## src/rtl/lcm_pkg.sv

```systemverilog
// lcm_pkg: scheduler state encoding and default operand width / watchdog limit
package lcm_pkg;
  typedef enum logic [2:0] {IDLE, GRANT, LAUNCH, WAIT, RESP} sched_state_t;
  localparam int LCM_W = 8;
  localparam int LCM_TMO = 1023;
endpackage

```

## src/rtl/rr_arbiter.sv

```systemverilog
// rr_arbiter: rotating-priority pick of req from ptr (clk, rst, req, adv -> gnt one-hot, idx, any); adv moves ptr past idx
module rr_arbiter #(
  parameter int NREQ = 4,
  localparam int IW = $clog2(NREQ)
) (
  input  logic            clk,
  input  logic            rst,
  input  logic [NREQ-1:0] req,
  input  logic            adv,
  output logic [NREQ-1:0] gnt,
  output logic [IW-1:0]   idx,
  output logic            any
);
  logic [IW-1:0] ptr;
  logic [IW:0] s;
  always_comb begin
    idx = '0;
    s = '0;
    for (int k = NREQ - 1; k >= 0; k--) begin
      s = {1'b0, ptr} + (IW + 1)'(k);
      s = (s >= (IW + 1)'(NREQ)) ? s - (IW + 1)'(NREQ) : s;
      idx = req[s[IW-1:0]] ? s[IW-1:0] : idx;
    end
    any = |req;
    gnt = any ? NREQ'(1) << idx : '0;
  end
  always_ff @(posedge clk or posedge rst)
    if (rst) ptr <= '0;
    else if (adv) ptr <= (idx == IW'(NREQ - 1)) ? '0 : idx + IW'(1);
endmodule

```

## src/rtl/lcm_job_scheduler.sv

```systemverilog
// lcm_job_scheduler: round-robin sharing of one LCM core (req_* in, core_* to core, resp_* out tagged with requester id)
module lcm_job_scheduler import lcm_pkg::*; #(
  parameter int NREQ = 4,
  parameter int W = LCM_W,
  parameter int TMO = LCM_TMO,
  localparam int IW = $clog2(NREQ),
  localparam int WDW = $clog2(TMO + 1)
) (
  input  logic            clk,
  input  logic            rst,
  input  logic [NREQ-1:0] req_valid,
  output logic [NREQ-1:0] req_ready,
  input  logic [NREQ*W-1:0] req_a,
  input  logic [NREQ*W-1:0] req_b,
  output logic [W-1:0]    core_a,
  output logic [W-1:0]    core_b,
  output logic            core_proceed,
  input  logic            core_done,
  input  logic [2*W-1:0]  core_result,
  output logic            core_abort,
  output logic            resp_valid,
  input  logic            resp_ready,
  output logic [IW-1:0]   resp_id,
  output logic [2*W-1:0]  resp_result,
  output logic            resp_err
);
  sched_state_t state;
  logic [WDW-1:0] wdog;
  logic [NREQ-1:0] gnt;
  logic [IW-1:0] idx;
  logic any;
  logic [W-1:0] ga, gb;
  logic tmo;
  rr_arbiter #(.NREQ(NREQ)) u_arb (
    .clk(clk), .rst(rst), .req(req_valid), .adv(state == GRANT && any),
    .gnt(gnt), .idx(idx), .any(any)
  );
  always_comb begin
    ga = W'(req_a >> (idx * W));
    gb = W'(req_b >> (idx * W));
    tmo = wdog == WDW'(TMO);
    req_ready = (state == GRANT) ? gnt : '0;
    core_proceed = state == LAUNCH;
    core_abort = state == WAIT && !core_done && tmo;
    resp_valid = state == RESP;
  end
  always_ff @(posedge clk or posedge rst)
    if (rst) begin
      state <= IDLE;
      core_a <= '0;
      core_b <= '0;
      resp_id <= '0;
      resp_result <= '0;
      resp_err <= 1'b0;
      wdog <= '0;
    end else
      case (state)
        IDLE: state <= any ? GRANT : IDLE;
        GRANT:
          if (any) begin
            core_a <= ga;
            core_b <= gb;
            resp_id <= idx;
            resp_result <= '0;
            resp_err <= 1'b0;
            state <= (ga == '0 || gb == '0) ? RESP : LAUNCH;
          end else state <= IDLE;
        LAUNCH: begin
          wdog <= '0;
          state <= WAIT;
        end
        WAIT:
          if (core_done) begin
            resp_result <= core_result;
            state <= RESP;
          end else if (tmo) begin
            resp_err <= 1'b1;
            state <= RESP;
          end else wdog <= wdog + WDW'(1);
        RESP: if (resp_ready) state <= any ? GRANT : IDLE;
        default: state <= IDLE;
      endcase
endmodule

```

## config.mk

```make
export PLATFORM = sky130hd
export DESIGN_NAME = lcm_job_scheduler
export DESIGN_NICKNAME = d
export VERILOG_FILES = /design/src/rtl/lcm_pkg.sv /design/src/rtl/rr_arbiter.sv /design/src/rtl/lcm_job_scheduler.sv
export SDC_FILE = /design/constraint.sdc
export NUM_CORES = 1
export LEC_CHECK = 0
export CAP_MARGIN = 20
export CELL_PAD_IN_SITES_DETAIL_PLACEMENT = 1
export CELL_PAD_IN_SITES_GLOBAL_PLACEMENT = 1
export CORE_ASPECT_RATIO = 2
export CORE_MARGIN = 3
export CORE_UTILIZATION = 33
export DETAILED_ROUTE_END_ITERATION = 8
export PLACE_DENSITY_LB_ADDON = 0.08
export SLEW_MARGIN = 20
export SYNTH_ARGS = -nofsm -noshare
export SYNTH_HDL_FRONTEND = slang
export SYNTH_SLANG_ARGS = --single-unit
```

## constraint.sdc

```tcl
create_clock -name clk -period 6.18 [get_ports clk]
set_input_delay 1.236 -clock clk [delete_from_list [all_inputs] [get_ports clk]]
set_output_delay 1.236 -clock clk [all_outputs]
set_load 0.02 [all_outputs]
```

run_1/class_map.png
(3 px per micron)
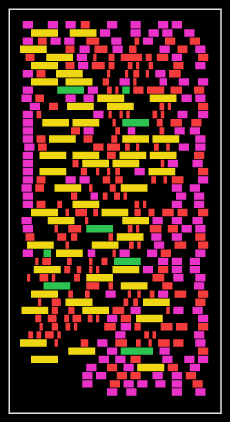
red -> remaining logic cells  # cells 191
yellow -> registers  # cells 50
magenta -> remaining buffers and delay cells  # cells 133
green -> clock drivers and dummy loads  # cells 8
Finished Core Util: 0.534
CORE AREA: 7940 sq um
# rows: 46
sequential share of cell area: 0.295
Final Instance Area: 4240 sq um

run_1/m3.png
(4 px per micron)
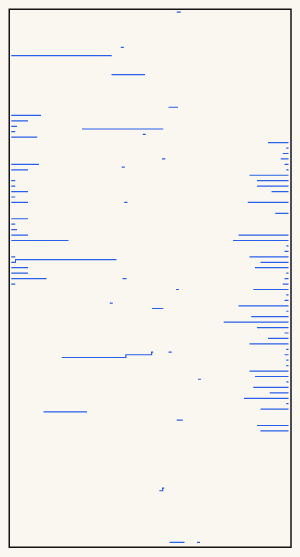
longest straight run = 25.1 microns
nets with wire on the layer = 81
wire length on this layer = 446 microns
share of all routed wire = 5.5%
met3 Use GR: 0.0480
Via Count: 2405

==> results.yml, run 1 <==
# implementation run metrics
pwr:
  leakagePower_nw: 1.88
critical_path:
  rr_worst_depth: 9
  crit_path_end: "req_ready[1]"
  path_cells: "clkdlybuf4s50_1, nor4_1, nor3_1, and2_1, clkdlybuf4s50_1"
  worst_path_most_repeated_cell: "clkdlybuf4s50_1"
  slowest_delay_ns: 0.72
  r2r_slack_ns: 3.49
  path_class: "in2out"
  cp_max_fo: 9
  cpMaxStageDelayCell: "nor3_1"
  cp.arrival_ns: 3.54
route:
  finalWirelength_microns: 8120
  avgRoutedWirePerCell_microns: 17.0
  wl_met2_microns: 4410
timing:
  timing.setup.tns_ns: 0
  finClkSkew_ns: 0.00183
  maxSlewViolCount: 0
  period_needed_ns: 4.77
  max-slew-margin-rel: 0.415
  setup_violations: 0
  grt_setup_unrepaired: "no"
  hold_viol: 0
layout:
  nets: 474
  lay_top_cells: "129 x clkdlybuf4s50_1, 50 x dfrtp_1, 33 x mux2i_1"
synthesis:
  flop_cell: "dfrtp_1"
  synth_area_sq_um: 2710
  ys_warn_count: 0
  avgSynthCellArea_sq_um: 10.7
  yosysMostFrequentCell: "dfrtp_1"
  yosys-stat-cells: 254
  syn-instance-count: 254
global_route:
  first_global_vias: 2655
  grtUsageTotal: 0.179
  antenna_found_initial: 0
run:
  warnings: 29
cts:
  cts-root-buf: "clkbuf_16"
  htree_levels: 2
  path_clk_slew_ns: 0.07
  cts_setup_buffers: 0
  holdBufCountCts: 0
  worstSkewPairLatency_ns: 0.29
  clockBufferDepth: 2
worst_hold_path:
  hp-start: "core_b[2]"
  whs_path_depth: 2
floorplanning:
  die_x_microns: 70.1
run_status:
  status: "finished, final reports clean"
place:
  placedCellCount: 470
run_1/placed.png
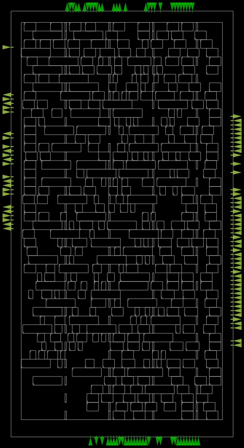
non-filler cells, final: 478
Seq cells: 50

[run 1: stage by stage]
step,total power [mW],hold slack [ns],setup WS [ns]
finish,1.83,0.483,1.41
global route,1.96,0.510,1.18
CTS,1.86,0.485,1.41
detailed placement,1.54,0.470,1.45
global placement,1.51,0.463,1.48
floorplan,1.12,0.505,2.41
[run 1: state kept, by name, summed over array words and instances (netlist names)]
| name | flops |
|---|---|
| core_a | 8 |
| core_b | 8 |
| resp_err | 1 |
| resp_id | 2 |
| resp_result | 16 |
| state | 3 |
| u_arb.ptr | 2 |
| wdog | 10 |
[run 1: layer usage]
layer | up-vias | track usage
met1 | 1136 | 0.186
met4 | 0 | 0.0917
li1 | 1155 | -
met3 | 19 | 0.0480
met2 | 95 | 0.322
met5 | - | 0
[run 1: cell type report]
type / instances / area, sq um
Inverter: 7 / 27.5
Fill cell: 894 / 3700
Clock inverter: 3 / 45.0
Tap cell: 96 / 120
Clock buffer: 5 / 125
Sequential cell: 50 / 1250
Timing Repair Buffer: 133 / 1320
Multi-Input combinational cell: 184 / 1350
[run 1: power breakdown]
part	internal [mW]	leakage (nW)	total, mW	switching (mW)
Combinational	0.468	1.16	0.971	0.502
Clock	0.191	0.0760	0.315	0.124
Sequential	0.461	0.649	0.542	0.0813
[run 1: worst reg2reg max path, delay by kind of cell, from the launching register on]
kind            cells  cell delay (ns)
mux                 2             0.50
simple gates        1             0.13
buf+inv             1             0.50
compound gates      5             0.98
flops               1             0.49
[run 1: logic make-up (layout without fill, tap and decap cells)]
group / count (synthesis) / count (layout) / synth area share
fa+ha+maj: 5 / 5 / 0.0231
simple gates: 73 / 73 / 0.135
buf+inv: 20 / 148 / 0.0471
flops: 50 / 50 / 0.462
xor+xnor: 6 / 6 / 0.0194
compound gates: 50 / 50 / 0.121
mux: 50 / 50 / 0.193
run_1/ff_map.png
(6 px per micron)
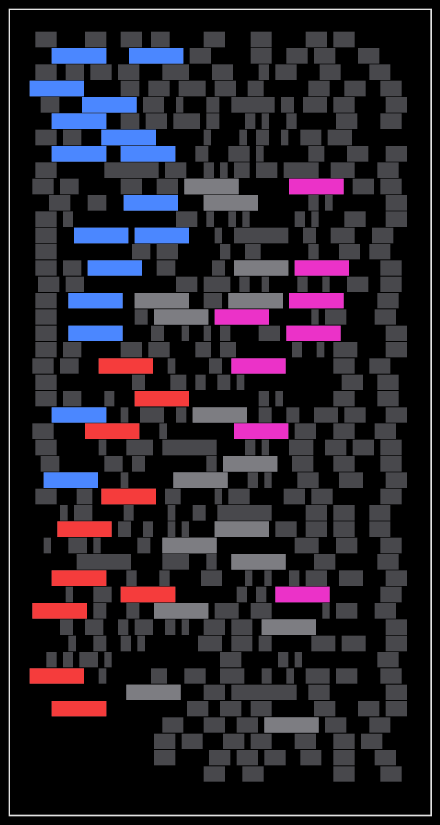

==> inputs of run 2 (changes only) <==
- CORE_UTILIZATION: 33 -> 30
- clock period: 6.18 -> 4.7 ns (I/O delays scaled with it)
run_2/ff_map.png
(6 px per micron)
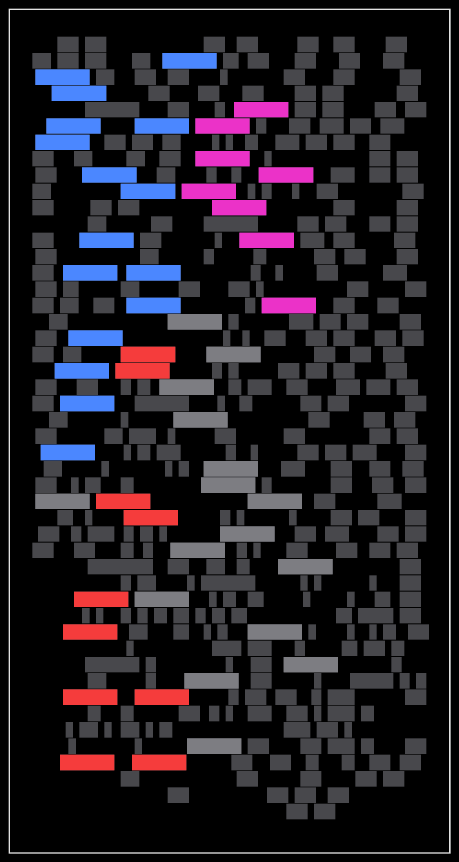
blue -> `resp_result`  # flops 16
magenta -> `core_a`  # flops 8, where top center
red -> `wdog`  # flops 10
sequential cell power: 716 uW
sequential share of cell area: 0.294
Finished Core Util: 0.489
register area: 1250 sq um

==> run 2 against run 1 <==
- sequential cell count stayed put
- sequential power increased by 32%
- clock-buffer cell count increased by 1
- setup slack worse by 0.71 ns
- combinational power up 33%
- routed wire length up 3.2%
- clock power rose by 31%
- total power increased by 32%
- first-iteration DRC count rose to 2.6 times the previous value
- global-route usage fell by 0.83 points
- largest power group unchanged
==> results.yml, run 2 <==
# implementation run metrics
pwr:
  power_switching_uw: 925
  finalPower_mw: 2.42
  leakagePower_nw: 1.90
  clk-power_uw: 414
  clkPwrFrac: 0.171
  p_sw_frac: 0.382
  pwr-share-seq: 0.296
place:
  placedCellCount: 477
timing:
  max-slew-margin-rel: 0.571
  timing.setup.tns_ns: 0
  finClkSkew_ns: 0.00448
floorplanning:
  rows: 48
  die_x_microns: 73.2
  core_sq_um: 8710
cts:
  cts_setup_buffers: 0
  clockBufferDepth: 2
critical_path:
  cp_max_fo: 9
synthesis:
  yosys-stat-cells: 254
  yosysMostFrequentCell: "dfrtp_1"
layout:
  top_register: "resp_result"
  largest_reg_flops: 16
global_route:
  grtUsageTotal: 0.170
run_status:
  status: "finished, final reports clean"
route:
  via_count: 2442
-- run 2: worst paths after layout --
| check | start | to | slack (ns) | depth (start not counted) |
|---|---|---|---|---|
| max | req_valid[0] | req_ready[2] | 0.69 | 8 |
| min | core_a[4] | core_a[4] | 0.48 | 2 |
| max reg2reg | u_arb.ptr[1] | state[2] | 1.96 | 9 |
| min reg2reg | core_a[4] | core_a[4] | 0.48 | 2 |
| max in group asynchronous | rst | wdog[5] | 3.12 | 3 |
| min in group asynchronous | rst | resp_result[14] | 1.13 | 3 |
-- run 2: cell families (layout without fill, tap and decap cells) --
family                     after synthesis  count (layout)  share of synthesized area
adders and majority gates                5               5                     0.0231
muxes                                   50              50                      0.193
DFF                                     50              50                      0.462
xor gates and xnor gates                 6               6                     0.0194
buffers and inverters                   20             150                     0.0471
AOI/OAI and AO/OA                       50              50                      0.121
and+or+nand+nor                         73              73                      0.135
-- run 2: cell type report --
type / count / area, sq um / share of cell area
Multi-Input combinational cell: 184 / 1350 / 0.316
Timing Repair Buffer: 136 / 1340 / 0.315
Sequential cell: 50 / 1250 / 0.294
Clock buffer: 6 / 139 / 0.0326
Tap cell: 100 / 125 / 0.0294
Clock inverter: 1 / 30.0 / 0.00705
Inverter: 7 / 26.3 / 0.00617
-- run 2: critical path: stages --
cell and delay, ns:
clkdlybuf4s50_1 0.55, a21oi_1 0.11, o21a_1 0.21, o22ai_4 0.29
inv_1 0.11, ha_1 0.19, and2_1 0.13, clkdlybuf4s50_1 0.53
-- run 2: per-layer routing --
metal  vias up  track usage  wire (microns)
li1       1167            -               -
met4         0       0.0613             134
met2        81        0.299            4440
met3         7       0.0359             529
met1      1187        0.197            3270
met5         -            0               0
Power is estimated from default activity; no workload was simulated.
